Figure 1. Port wiring.
Scale bar: 20 µm.
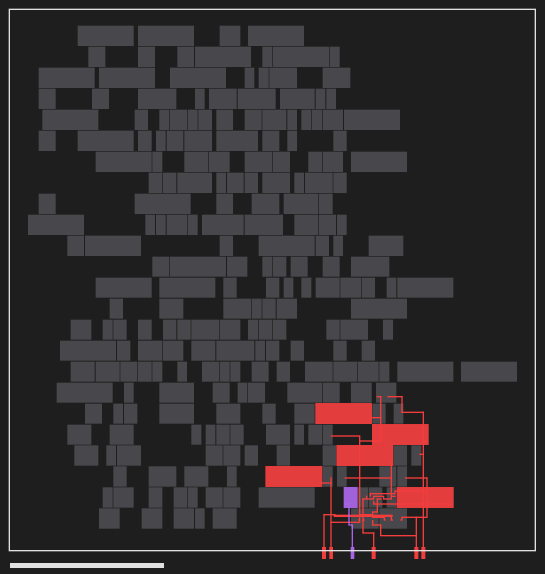
Figure 2. Clock nets.
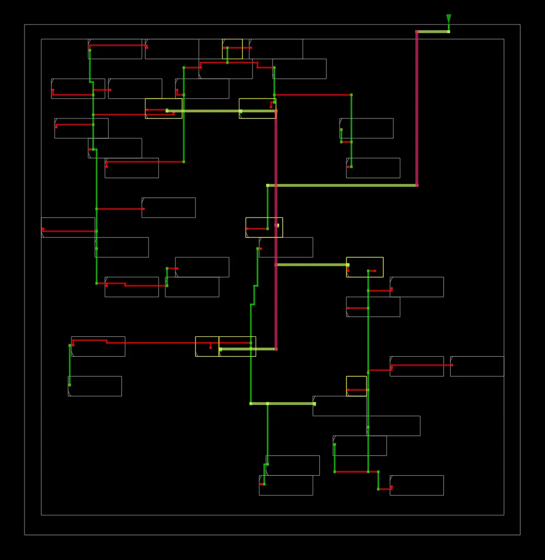
Design z2_bus_sequencer, sky130hd; sources not shown.
==> impl_metrics.tcl <==
# place-and-route summary
set metrics [dict create \
    syn2layout_area_growth_pct 1.928 \
    vias 1719 \
    htreeDepth 2 \
    comb-power_uw 75.4 \
    yosys_cells 239 \
    yosysWarnings 0 \
    row_count 24 \
    grt_antenna_before_repair 0 \
    power.density_mw_per_mm2 297.6 \
    critPathSlowestCell "or4_1" \
    yosys.cell_count.top_type "dfxtp_1" \
    yosysTopAreaCell "dfxtp_1" \
    inv_count 8 \
    place_area_mm2 0.001892 \
    clkPwrFrac 0.372 \
    clkCellAreaFrac 0.04666 \
    clk_latency_ps 290 \
    finalNonFillerCells 284 \
    worstRegToRegCells 7 \
    layout-drive-gt1-share 0.1164 \
    gp_congestion 0.9358 \
    drt-met1-wl_um 2058 \
    grt_pass1_vias 1538 \
    worstPathRequired_ps 4910 \
    timing.slew.headroom 0.4461 \
    timing_worst_setup_path_type "reg2reg" \
    status "completed" \
    ctsResizeCount 0 \
    p_comb_frac 0.128 \
    hpwl_um 3284 \
    maxUsedRoutingLayer "met4" \
    fin_hold_ws_ps 412.9 \
    syn-mean-instance-area_um2 8.146 \
    ir_drop_v 0.0002266 \
    ys_sh_xor 0.004499 \
    comb_share 0.5826 \
    routed_via_density 6.053 \
    p_total_uw 590.6 \
    num-multi-input-gates 184 \
    p_sw_frac 0.2931 \
    synth.logic.top_family "simple AND/OR/NAND/NOR gates" \
    p_seq_frac 0.500 \
    syn-cell-area_mm2 0.001947 \
    gr-max-usage-layer "met1" \
    die_y_um 70 \
    die_w_um 68 \
    post-route-util 0.4789 \
    lay_top_count "dfxtp_1" \
    cp_top_family "simple AND/OR/NAND/NOR gates" \
    core_area_mm2 0.004144 \
    syn_inst 239 \
    tool_warnings 27 \
    cts_buffers 5 \
    antenna_left 0 \
    max_freq_ghz 0.3917 \
    drc 0 \
    cts_tree "built" \
    grt-ovfl-total 0 \
    clockBufferDepth 2 \
    finalSetupViolCount 0 \
    logic_area_mm2 0.001156 \
    drv_cap 0 \
    worst_pin_slew_ps 819.2 \
    start_kind "flip-flop" \
    crit_fanout 10 \
    yosys_area_mm2 0.001947 \
    path_buffers 0 \
    maxPowerGroup "registers" \
    fin_crit_sh 0.5432 \
    first_iter_violations 115 \
    largest_reg_flops 8 \
    compound_area_frac 0.2571 \
    hold_class "reg2reg" \
    r2r_slack_ps 2150 \
    n_clock_buffer 5 \
    synthDistinctLibCells 56 \
    dp_slack_ps 1961 \
    switching_power_uw 173.1 \
    fin_ws_ps 2147 \
    wl_per_cell_um 15.38 \
    grtUsageTotal 0.2023 \
    rsz0062_at_grt "no" \
    drv_slew 0 \
    num_antenna_cells 0 \
    nNonClkBuffers 0 \
    clk_transition_reported_paths_ps 70 \
    initial_utilization 0.4698 \
    async_flop_share 0 \
    cts_sinks 32 \
    seq_share 0.3228 \
    endpoint_kind "flip-flop" \
    bufAreaShareNonClock 0 \
    grt_use_met1 0.2982 \
    crit_path_cell_trace "ha_1 -> nand4_1 -> mux2i_1 -> a221oi_2 -> nand3b_1 -> or4_1 -> a211oi_2" \
    period_needed_ps 2553 \
    fin_tns_setup_ps 0 \
    dieArea_mm2 0.004760 \
    postCtsHoldBufs 0 \
]
Back to the opening pictures, Figure 1:
| port | colour | bits | direction | end cells | buffers | wire |
|---|---|---|---|---|---|---|
| active_tgt | red | 5 | output | 5 | 0 | 151 µm |
| claim | purple | 1 | output | 1 | 0 | 6.50 µm |
port bufs: 0
I/O pin count: 58

Back to the opening pictures, Figure 2:
num sequential: 32
final setup skew: 3.784 ps
Clk. pwr: 220 µW

Power is estimated from default activity; no workload was simulated.
